$ cat src/rtl/cam_frame_capture.sv
`timescale 1ns/1ps
`default_nettype none
// ============================================================================
// Module   : cam_frame_capture
// Purpose  : Frame-aware DVP camera pixel capture running on the system
//            clock. Oversamples cam_pclk/vsync/href/data, assembles 1- or
//            2-byte pixels (MSB byte first), tracks row/column against the
//            configured frame size and queues tagged pixels in a small FIFO
//            with a valid/ready output handshake.
// Ports    : clk, reset (async, active-high)   - system clock / reset
//            enable                            - capture enable (frame bound)
//            cam_pclk/vsync/href/data          - asynchronous camera pins
//            decim (CAM_FRAME_CAPTURE_DECIM_EN) - 2x2 decimation select
//            pix_valid/pix_ready/pix_data/pix_col/pix_row/pix_sof/pix_eol
//                                              - FIFO head and handshake
//            frame_done                        - 1-cycle end-of-frame pulse
//            overflow, size_err                - sticky error flags
// Options  : define CAM_FRAME_CAPTURE_DECIM_EN to add the decim input.
// Revision : 1.0 - initial release
// ============================================================================
module cam_frame_capture #(
  parameter int BYTES_PER_PIXEL = 2,
  parameter int FRAME_COLS      = 320,
  parameter int FRAME_ROWS      = 240,
  parameter int FIFO_DEPTH      = 8,
  parameter int COL_W           = 9,
  parameter int ROW_W           = 8
) (
  input  logic                         clk,
  input  logic                         reset,
  input  logic                         enable,
  input  logic                         cam_pclk,
  input  logic                         cam_vsync,
  input  logic                         cam_href,
  input  logic [7:0]                   cam_data,
`ifdef CAM_FRAME_CAPTURE_DECIM_EN
  input  logic                         decim,
`endif
  output logic                         pix_valid,
  input  logic                         pix_ready,
  output logic [8*BYTES_PER_PIXEL-1:0] pix_data,
  output logic [COL_W-1:0]             pix_col,
  output logic [ROW_W-1:0]             pix_row,
  output logic                         pix_sof,
  output logic                         pix_eol,
  output logic                         frame_done,
  output logic                         overflow,
  output logic                         size_err
);

  localparam int c_pix_w = 8 * BYTES_PER_PIXEL;
  localparam int c_aw    = $clog2(FIFO_DEPTH);
  localparam int c_ent_w = c_pix_w + COL_W + ROW_W + 2;

  localparam logic [COL_W:0] c_cols      = (COL_W+1)'(FRAME_COLS);
  localparam logic [COL_W:0] c_col_last  = (COL_W+1)'(FRAME_COLS - 1);
  localparam logic [COL_W:0] c_col_last2 = (COL_W+1)'(FRAME_COLS - 2);
  localparam logic [ROW_W:0] c_rows      = (ROW_W+1)'(FRAME_ROWS);
  localparam logic [1:0]     c_last_ph   = 2'(BYTES_PER_PIXEL - 1);
  localparam logic [c_aw:0]  c_depth     = (c_aw+1)'(FIFO_DEPTH);

  localparam logic [1:0] c_idle       = 2'd0;
  localparam logic [1:0] c_wait_blank = 2'd1;
  localparam logic [1:0] c_wait_start = 2'd2;
  localparam logic [1:0] c_active     = 2'd3;

  // --------------------------------------------------------------------------
  // Input synchronisers (2 flops each) plus one delay stage for edge detect
  // --------------------------------------------------------------------------
  logic       r_pclk_s1, r_pclk_s2, r_pclk_d;
  logic       r_vsync_s1, r_vsync_s2, r_vsync_d;
  logic       r_href_s1, r_href_s2, r_href_d;
  logic [7:0] r_data_s1, r_data_s2;

  always_ff @(posedge clk or posedge reset) begin
    if (reset) begin
      r_pclk_s1  <= 1'b0; r_pclk_s2  <= 1'b0; r_pclk_d  <= 1'b0;
      r_vsync_s1 <= 1'b0; r_vsync_s2 <= 1'b0; r_vsync_d <= 1'b0;
      r_href_s1  <= 1'b0; r_href_s2  <= 1'b0; r_href_d  <= 1'b0;
      r_data_s1  <= 8'h00; r_data_s2 <= 8'h00;
    end else begin
      r_pclk_s1  <= cam_pclk;  r_pclk_s2  <= r_pclk_s1;  r_pclk_d  <= r_pclk_s2;
      r_vsync_s1 <= cam_vsync; r_vsync_s2 <= r_vsync_s1; r_vsync_d <= r_vsync_s2;
      r_href_s1  <= cam_href;  r_href_s2  <= r_href_s1;  r_href_d  <= r_href_s2;
      r_data_s1  <= cam_data;  r_data_s2  <= r_data_s1;
    end
  end

  logic w_pclk_rise, w_vsync_rise, w_vsync_fall, w_href_fall;
  assign w_pclk_rise  = r_pclk_s2 & ~r_pclk_d;
  assign w_vsync_rise = r_vsync_s2 & ~r_vsync_d;
  assign w_vsync_fall = ~r_vsync_s2 & r_vsync_d;
  assign w_href_fall  = ~r_href_s2 & r_href_d;

  // --------------------------------------------------------------------------
  // Frame state machine
  // --------------------------------------------------------------------------
  logic [1:0] r_state, w_state_nxt;

  always_ff @(posedge clk or posedge reset) begin
    if (reset) r_state <= c_idle;
    else       r_state <= w_state_nxt;
  end

  always_comb begin
    w_state_nxt = r_state;
    case (r_state)
      c_idle:       if (enable)       w_state_nxt = c_wait_blank;
      c_wait_blank: if (r_vsync_s2)   w_state_nxt = c_wait_start;
      c_wait_start: if (w_vsync_fall) w_state_nxt = c_active;
      c_active:     if (w_vsync_rise) w_state_nxt = enable ? c_wait_start : c_idle;
      default:                        w_state_nxt = c_idle;
    endcase
  end

  logic w_frame_start, w_active, w_clear_sticky;
  always_comb begin
    w_frame_start  = 1'b0;
    w_active       = 1'b0;
    w_clear_sticky = 1'b0;
    frame_done     = 1'b0;
    case (r_state)
      c_idle:       w_clear_sticky = enable;
      c_wait_start: w_frame_start  = w_vsync_fall;
      c_active: begin
        w_active   = 1'b1;
        frame_done = w_vsync_rise;
      end
      default: ;
    endcase
  end

  // --------------------------------------------------------------------------
  // Decimation select, frozen for the whole frame
  // --------------------------------------------------------------------------
  logic w_decim;
`ifdef CAM_FRAME_CAPTURE_DECIM_EN
  logic r_decim;
  always_ff @(posedge clk or posedge reset) begin
    if (reset)              r_decim <= 1'b0;
    else if (w_frame_start) r_decim <= decim;
  end
  assign w_decim = r_decim;
`else
  assign w_decim = 1'b0;
`endif

  // --------------------------------------------------------------------------
  // Byte assembly and row/column tracking
  // --------------------------------------------------------------------------
  logic [c_pix_w-1:0] r_shift, w_shift_next;
  logic [1:0]         r_phase;
  logic [COL_W-1:0]   r_col;
  logic [ROW_W-1:0]   r_row;

  logic w_byte, w_pix_done, w_oversize, w_keep, w_push, w_line_bad, w_frame_bad;

  // A full pixel is taken straight from the incoming byte, so the FIFO entry
  // is ready on the detection cycle of the last byte.
  assign w_shift_next = (r_shift << 8) | c_pix_w'(r_data_s2);
  assign w_byte       = w_active & w_pclk_rise & r_href_s2;
  assign w_pix_done   = w_byte & (r_phase == c_last_ph);
  assign w_oversize   = ({1'b0, r_col} >= c_cols) | ({1'b0, r_row} >= c_rows);
  assign w_keep       = ~w_decim | (~r_col[0] & ~r_row[0]);
  assign w_push       = w_pix_done & ~w_oversize & w_keep;
  assign w_line_bad   = w_active & w_href_fall & (({1'b0, r_col} != c_cols) | (r_phase != 2'd0));
  assign w_frame_bad  = frame_done & ({1'b0, r_row} != c_rows);

  always_ff @(posedge clk or posedge reset) begin
    if (reset) begin
      r_shift <= '0;
      r_phase <= 2'd0;
      r_col   <= '0;
      r_row   <= '0;
    end else if (w_frame_start) begin
      r_phase <= 2'd0;
      r_col   <= '0;
      r_row   <= '0;
    end else if (w_active) begin
      if (w_byte) begin
        r_shift <= w_shift_next;
        if (w_pix_done) begin
          r_phase <= 2'd0;
          if (r_col != '1) r_col <= r_col + 1'b1;
        end else begin
          r_phase <= r_phase + 2'd1;
        end
      end
      if (w_href_fall) begin
        r_phase <= 2'd0;
        r_col   <= '0;
        if (r_row != '1) r_row <= r_row + 1'b1;
      end
    end
  end

  // --------------------------------------------------------------------------
  // Output FIFO
  // --------------------------------------------------------------------------
  logic [c_ent_w-1:0] r_mem [FIFO_DEPTH];
  logic [c_aw-1:0]    r_wr_ptr, r_rd_ptr;
  logic [c_aw:0]      r_count;
  logic [COL_W-1:0]   w_col_rep;
  logic [ROW_W-1:0]   w_row_rep;
  logic               w_sof, w_eol, w_pop, w_full, w_wr;
  logic [c_ent_w-1:0] w_entry;

  assign w_col_rep = w_decim ? (r_col >> 1) : r_col;
  assign w_row_rep = w_decim ? (r_row >> 1) : r_row;
  assign w_sof     = (r_col == '0) & (r_row == '0);
  assign w_eol     = w_decim ? ({1'b0, r_col} == c_col_last2) : ({1'b0, r_col} == c_col_last);
  assign w_entry   = {w_shift_next, w_col_rep, w_row_rep, w_sof, w_eol};

  assign pix_valid = (r_count != '0);
  assign w_pop     = pix_valid & pix_ready;
  assign w_full    = (r_count == c_depth);
  // A full FIFO still accepts a push when the head leaves in the same cycle.
  assign w_wr      = w_push & (~w_full | w_pop);

  always_ff @(posedge clk) begin
    if (w_wr) r_mem[r_wr_ptr] <= w_entry;
  end

  always_ff @(posedge clk or posedge reset) begin
    if (reset) begin
      r_wr_ptr <= '0;
      r_rd_ptr <= '0;
      r_count  <= '0;
    end else begin
      if (w_wr)  r_wr_ptr <= r_wr_ptr + 1'b1;
      if (w_pop) r_rd_ptr <= r_rd_ptr + 1'b1;
      r_count <= r_count + {{c_aw{1'b0}}, w_wr} - {{c_aw{1'b0}}, w_pop};
    end
  end

  // Head fields are forced to zero while empty so stale memory never shows.
  assign {pix_data, pix_col, pix_row, pix_sof, pix_eol} = pix_valid ? r_mem[r_rd_ptr] : '0;

  // --------------------------------------------------------------------------
  // Sticky error flags
  // --------------------------------------------------------------------------
  always_ff @(posedge clk or posedge reset) begin
    if (reset) begin
      overflow <= 1'b0;
      size_err <= 1'b0;
    end else if (w_clear_sticky) begin
      overflow <= 1'b0;
      size_err <= 1'b0;
    end else begin
      if (w_push & w_full & ~w_pop)                      overflow <= 1'b1;
      if ((w_pix_done & w_oversize) | w_line_bad | w_frame_bad) size_err <= 1'b1;
    end
  end

endmodule
`default_nettype wire

$ cat config.mk
export PLATFORM = sky130hd
export DESIGN_NAME = cam_frame_capture
export DESIGN_NICKNAME = d
export VERILOG_FILES = /design/src/rtl/cam_frame_capture.sv
export SDC_FILE = /design/constraint.sdc
export NUM_CORES = 1
export LEC_CHECK = 0
export ABC_CLOCK_PERIOD_IN_PS = 4700
export CAP_MARGIN = 30
export CORE_MARGIN = 1
export CORE_UTILIZATION = 63
export CTS_BUF_LIST = sky130_fd_sc_hd__clkbuf_8
export CTS_CLUSTER_SIZE = 25
export DETAILED_ROUTE_END_ITERATION = 8
export PLACE_DENSITY = 0.88
export SLEW_MARGIN = 30
export SYNTH_ARGS = -nofsm -noshare
export SYNTH_HDL_FRONTEND = slang
export SYNTH_SLANG_ARGS = --single-unit
$ cat constraint.sdc
create_clock -name clk -period 4.7 [get_ports clk]
set_clock_uncertainty 0.2 [all_clocks]
set_input_delay 1.175 -clock clk [delete_from_list [all_inputs] [get_ports clk]]
set_output_delay 1.175 -clock clk [all_outputs]
set_load 0.03 [all_outputs]
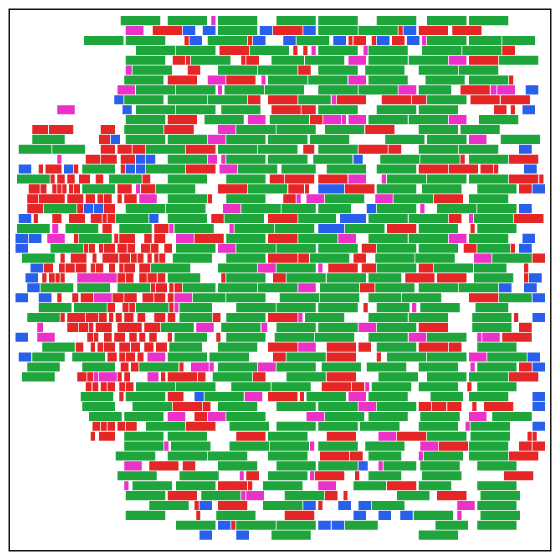
*Placed cells, one color a class, run 1*
- magenta: clock drivers and dummy loads (cells 100; share of their area 6.5%)
- red: combinational and other logic (cells 323; share of their area 22%)
- blue: other buffers and delay cells (cells 71; share of their area 4.6%)
- green: flops (cells 346; share of their area 67%)

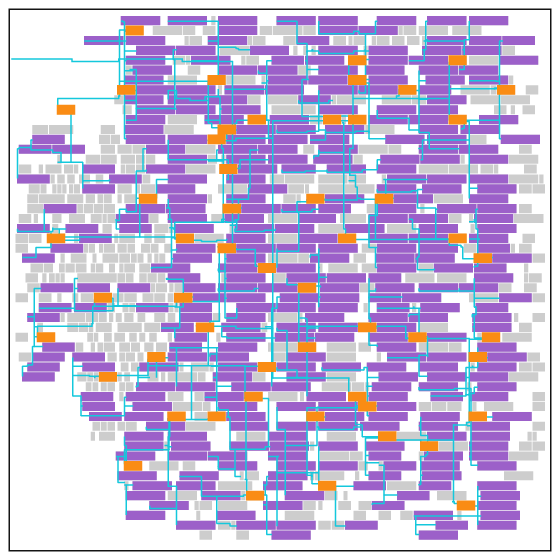
*Clock wires, drivers and flops, run 1*
- orange: clock drivers (count 53)
- purple: flip-flops (count 346)
- cyan: clock wires (length 3430 um)
- routed clock nets: 54

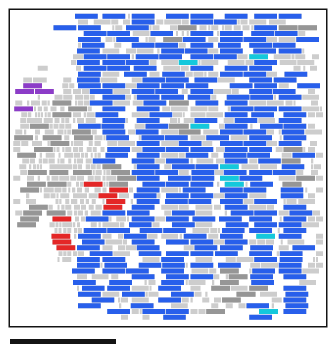
*Sequential cells grouped by signal name, run 1*
The bar under the picture is 50 um long. Other sequential cells in the stronger gray, the rest of the logic in the fainter gray.
- red: r_col (sequential cells 9)
- cyan: r_shift (sequential cells 8)
- purple: r_count (sequential cells 4; where top left)
- blue: r_mem (sequential cells 280)
- not colored: 45

==> impl_metrics.csv, run 1 <==
group,metric,value,unit
worst_setup_path,worstPathMaxFanout,32,
route,avgViaCountPerCell,6.10,
final_timing,max_freq,229,MHz
flow_run,tool_warnings,29,
synth,most_common_cell,"edfxtp_1",
global_route,top_usage_layer,"met2",
clock_tree,clock_path_buffers,3,
global_route,grt.met3_usage,0.0469,
synth,enable_flop_cells,280,
status,status,"complete, no violations",
worst_hold_path,hp-class,"reg2reg",
final_timing,worstMarginPinSlew,663,ps
die,io_pins,54,
final_timing,fin_crit,4360,ps
die,die_h,148,um
synth,yosysUniqueCellTypes,55,
synth,area_leaders,"edfxtp_1 (62%), dfrtp_1 (12%), mux4_2 (12%)",
global_route,grt_usage,0.247,
pwr,p_per_area,569,nW/um^2
synth,yosys-stat-area,13500,sq um
clock_tree,holdBufCountCts,0,
final_timing,rsz0062_at_grt,"no",
global_route,grt_first_pass_wirelength,39600,um
synth,async_flop_share,0.191,
route,ant_nets,0,
worst_hold_path,whs_path_depth,0,
worst_setup_path,critPathRequiredTime,3320,ps
clock_tree,postCtsSetupRepairBufs,0,
synth,ys_warn_count,0,
synth,synthTopCellsByCount,"edfxtp_1 (280), mux4_2 (70), dfrtp_1 (66)",
route,wl_per_cell,23.2,um
worst_hold_path,hold_path_end,"r_data_s2[7]",
placed_design,gp_congestion,0.860,
route,dr.first_iter.drc_count,442,
worst_setup_path,endpoint_kind,"output pin",
placed_design,dp_hpwl,15100,um
route,vias,6799,
synth,syn_area,13500,sq um
## run 1: worst max-delay path, cell delays in order (launching register included)
cell and delay [ps]:
dfrtp_4 670, buf_12 320, mux4_2 550, mux2i_1 190
nor2_1 70, clkdlybuf4s50_1 610
## run 1: cells by family after synthesis
| kind of cell | Yosys count | share of synthesized area |
|---|---|---|
| buffers and inverters | 45 | 0.0143 |
| muxes | 116 | 0.152 |
| DFF | 346 | 0.745 |
| and+or+nand+nor | 130 | 0.0515 |
| adders and majority gates | 13 | 0.0126 |
| AOI/OAI and AO/OA | 36 | 0.0182 |
| xor gates and xnor gates | 11 | 0.00713 |
## run 1: cell usage in the layout (no fill, tap or decap), types with 3 or more instances in the layout
cell / count
clkinv_2: 5
mux2i_1: 35
buf_4: 15
buf_12: 3
o21ai_0: 7
xnor2_1: 8
clkdlybuf4s50_1: 53
or4_1: 3
edfxtp_1: 280
and4_1: 3
inv_1: 37
o31ai_1: 3
nor2b_1: 4
nand2b_1: 4
xor2_1: 3
nor2_4: 6
and2_1: 4
mux4_2: 70
mux2_2: 11
nor3_1: 6
a21oi_1: 7
nand3_1: 8
nand2_1: 11
and3_1: 4
nor2_1: 48
nand4b_1: 4
ha_1: 12
clkbuf_8: 56
clkinv_1: 15
nand4_1: 8
dfrtp_1: 63
## run 1: report_power, final
| group | switching (mW) | internal (mW) |
|---|---|---|
| clock network | 1.07 | 1.16 |
| logic | 1.38 | 1.27 |
| registers | 0.354 | 3.57 |
## run 1: layer usage
metal	up-vias	part of all wire
li1	2989	-
met1	3478	0.38
met2	291	0.53
met3	41	0.064
met4	0	0.017
met5	-	0
## run 1: cell type report
type | instances | share of cell area
repair buffers | 71 | 0.0454
well taps | 275 | 0.0222
flip-flops and latches | 346 | 0.650
inverters | 17 | 0.00412
clock buffers | 56 | 0.0498
multi-input cells | 306 | 0.215
clock inverters | 44 | 0.0133
## run 1: through the flow
stage	setup slack [ps]	hold WS [ps]	std cells	power [mW]
after floorplan	65.1	131	697	5.69
after global placement	691	135	1014	6.51
after detailed placement	659	136	1014	6.63
after CTS	58.9	145	1114	8.85
after global routing	195	154	1115	9.18
final	335	137	1115	8.80
## run 1: how the worst max path moves through the flow
stage | from | to | slack [ps] | cells after the start
detailed placement | r_rd_ptr[0] | pix_data[8] | 660 | 5
finish | r_rd_ptr[0] | pix_data[2] | 340 | 5
floorplan | pix_ready | r_mem[0][0] | 70 | 4
global route | r_rd_ptr[0] | pix_data[8] | 190 | 5
CTS | r_rd_ptr[0] | pix_data[8] | 60 | 5
global placement | r_rd_ptr[0] | pix_data[8] | 690 | 5
## run 1: sequential cells by signal (all words and copies together), names as in the netlist
name,flops
overflow,1
r_col,9
r_count,4
r_data_s1,8
r_data_s2,8
r_href_d,1
r_href_s1,1
r_href_s2,1
r_mem,280
r_pclk_d,1
r_pclk_s1,1
r_pclk_s2,1
r_phase,2
r_rd_ptr,3
r_row,8
r_shift,8
r_state,2
r_vsync_d,1
r_vsync_s1,1
r_vsync_s2,1
r_wr_ptr,3
size_err,1
==> run 2: changes to the inputs <==
Settings changed: CAP_MARGIN 30 to default.
==> run 2 against run 1 <==
Net effect:
- register-to-register slack is essentially flat
- synthesized cell count unchanged
- die size unchanged
- cell count unchanged
- global-route usage unchanged
==> impl_metrics.csv, run 2 <==
group,metric,value,unit
route,vias,6799,
die,io_pins,54,
clock_tree,clkTransAtPathRegs,60,ps
die,die_h,148,um
final_timing,rsz0062_at_grt,"no",
worst_setup_path,cp_slowest_cell,"dfrtp_4",
synth,topCombFamilyByArea,"multiplexers",
worst_setup_path,endpoint_kind,"output pin",
synth,yosysUniqueCellTypes,55,
route,avgViaCountPerCell,6.10,
worst_hold_path,hp-class,"reg2reg",
flow_run,tool_warnings,29,
global_route,grt_usage,0.247,
clock_tree,clk_latency,570,ps
synth,simple_gate_area_frac,0.0515,
synth,synthTopCellsByCount,"edfxtp_1 (280), mux4_2 (70), dfrtp_1 (66)",
clock_tree,holdBufCountCts,0,
status,status,"complete, no violations",
synth,ys_warn_count,0,
worst_setup_path,critPathRequiredTime,3320,ps
final_timing,setup_viol,0,
synth,yosys-stat-area,13500,sq um
final_timing,fin_crit,4360,ps
finish,layout.cells.non_filler,1115,
global_route,grt_first_pass_wirelength,39600,um
synth,syn_area,13500,sq um
worst_setup_path,cpLargestDelayFamily,"buffers and inverters",
synth,most_common_cell,"edfxtp_1",
route,ant_nets,0,
worst_setup_path,crit_chain,"buf_12, mux4_2, mux2i_1, nor2_1, clkdlybuf4s50_1",
final_timing,worstMarginPinSlew,663,ps
finish,final_common_cell,"edfxtp_1",
worst_setup_path,worstPathMaxFanout,32,
synth,adder_share,0.0126,
finish,reg_top3,"r_mem x280, r_col x9",
finish,largest_reg_flops,280,
route,dr.first_iter.drc_count,442,
worst_setup_path,critPathMaxStageDelay,670,ps
placed_design,placed_cells,1014,
placed_design,dp_hpwl,15100,um
placed_design,gp_congestion,0.860,
final_timing,max_freq,229,MHz
synth,ys_sh_xor,0.00713,
route,wl_per_cell,23.2,um
synth,area_leaders,"edfxtp_1 (62%), dfrtp_1 (12%), mux4_2 (12%)",
synth,synthAoiAreaFrac,0.0182,
pwr,total_power,8.80,mW
synth,async_flop_share,0.191,
synth,ys_sh_mux,0.152,
## run 2: cell counts after synthesis
Identical to the previous run, type by type.
## run 2: cell families (layout without fill, tap and decap cells)
logic type,after synthesis,count (layout)
flops,346,346
simple gates,130,130
mux,116,116
buf+inv,45,188
compound gates,36,36
fa+ha+maj,13,13
xor+xnor,11,11
## run 2: final timing paths
kind / endpoint / slack [ps] / cells past startpoint / startpoint
setup reg to reg: r_count[1] / 1410 / 12 / r_count[2]
max in group asynchronous: r_rd_ptr[0] / 2990 / 3 / reset
min in group asynchronous: r_wr_ptr[0] / 610 / 2 / reset
hold reg to reg: r_data_s2[7] / 140 / 0 / r_data_s1[7]
hold / removal: r_data_s2[7] / 140 / 0 / r_data_s1[7]
setup / recovery: pix_data[2] / 340 / 5 / r_rd_ptr[0]
## run 2: worst reg2reg max path, cell delays in order (launching register included)
cell      delay (ps)
dfrtp_1          320
inv_1             70
ha_1             220
nor3b_4          150
buf_4            290
nor2b_1          540
a21boi_0         410
inv_1            100
o21ai_0          100
ha_1             210
inv_1             60
fa_1             480
inv_1             40
## run 2: area by class of cell
cell class / instances / area, sq um / share of cell area
Timing Repair Buffer: 71 / 703 / 0.0454
Sequential cell: 346 / 10100 / 0.650
Inverter: 17 / 63.8 / 0.00412
Multi-Input combinational cell: 306 / 3320 / 0.215
Clock inverter: 44 / 206 / 0.0133
Tap cell: 275 / 344 / 0.0222
Clock buffer: 56 / 771 / 0.0498
## run 2: where the power goes
group          total [mW]  switching (mW)  internal (mW)
Combinational        2.65            1.38           1.27
Sequential           3.92           0.354           3.57
Clock                2.22            1.07           1.16
## run 2: through the flow
stage	hold WS, ps	worst slack (ps)
global route	154	195
detailed placement	136	659
CTS	145	58.9
finish	137	335
floorplan	131	65.1
global placement	135	691
## run 2: metal layers
| metal | up-vias | GRT usage | part of all wire |
|---|---|---|---|
| met1 | 3478 | 0.311 | 0.38 |
| met3 | 41 | 0.0469 | 0.064 |
| met4 | 0 | 0.0830 | 0.017 |
| met5 | - | 0 | 0 |
| li1 | 2989 | - | - |
| met2 | 291 | 0.434 | 0.53 |
## run 2: what timing repair did
action / in CTS / in global routing
setup endpoints to repair: 0 / 7
hold endpoints to repair: 0 / 0
buffers inserted: 0 / 1
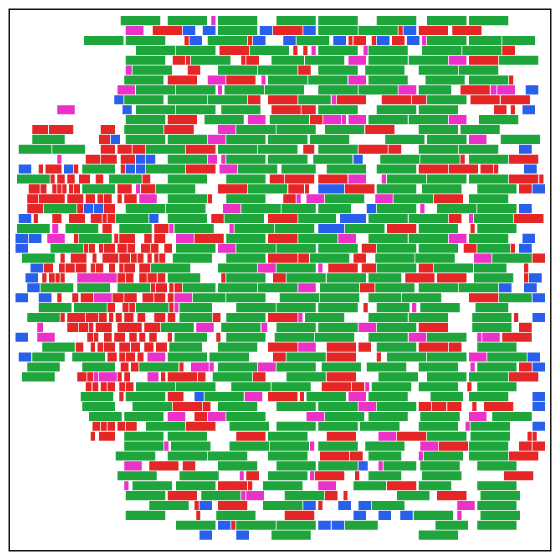
*Placed cells, one color a class, run 2*
- blue: other buffers and delay cells (cells 71; share of their area 4.6%)
- magenta: clock drivers and dummy loads (cells 100; share of their area 6.5%)
- green: flops (cells 346; share of their area 67%)
- red: combinational and other logic (cells 323; share of their area 22%)

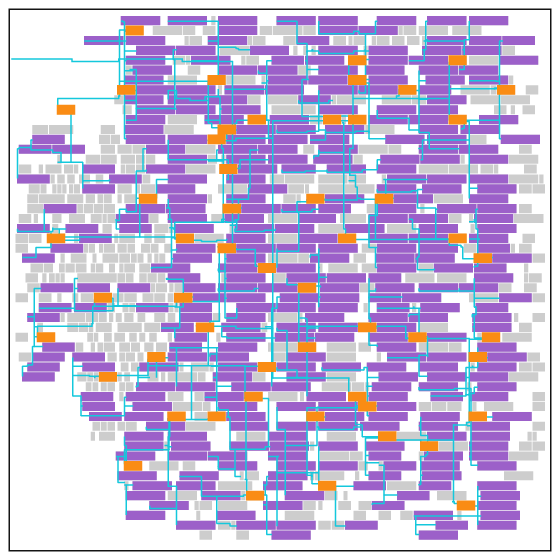
*Clock wires, drivers and flops, run 2*
- cyan: clock wires (length 3430 um)
- purple: flip-flops (count 346)
- orange: clock drivers (count 53)
- routed clock nets: 54
- flops lie: all over the die

Power and IR drop assume default switching activity.
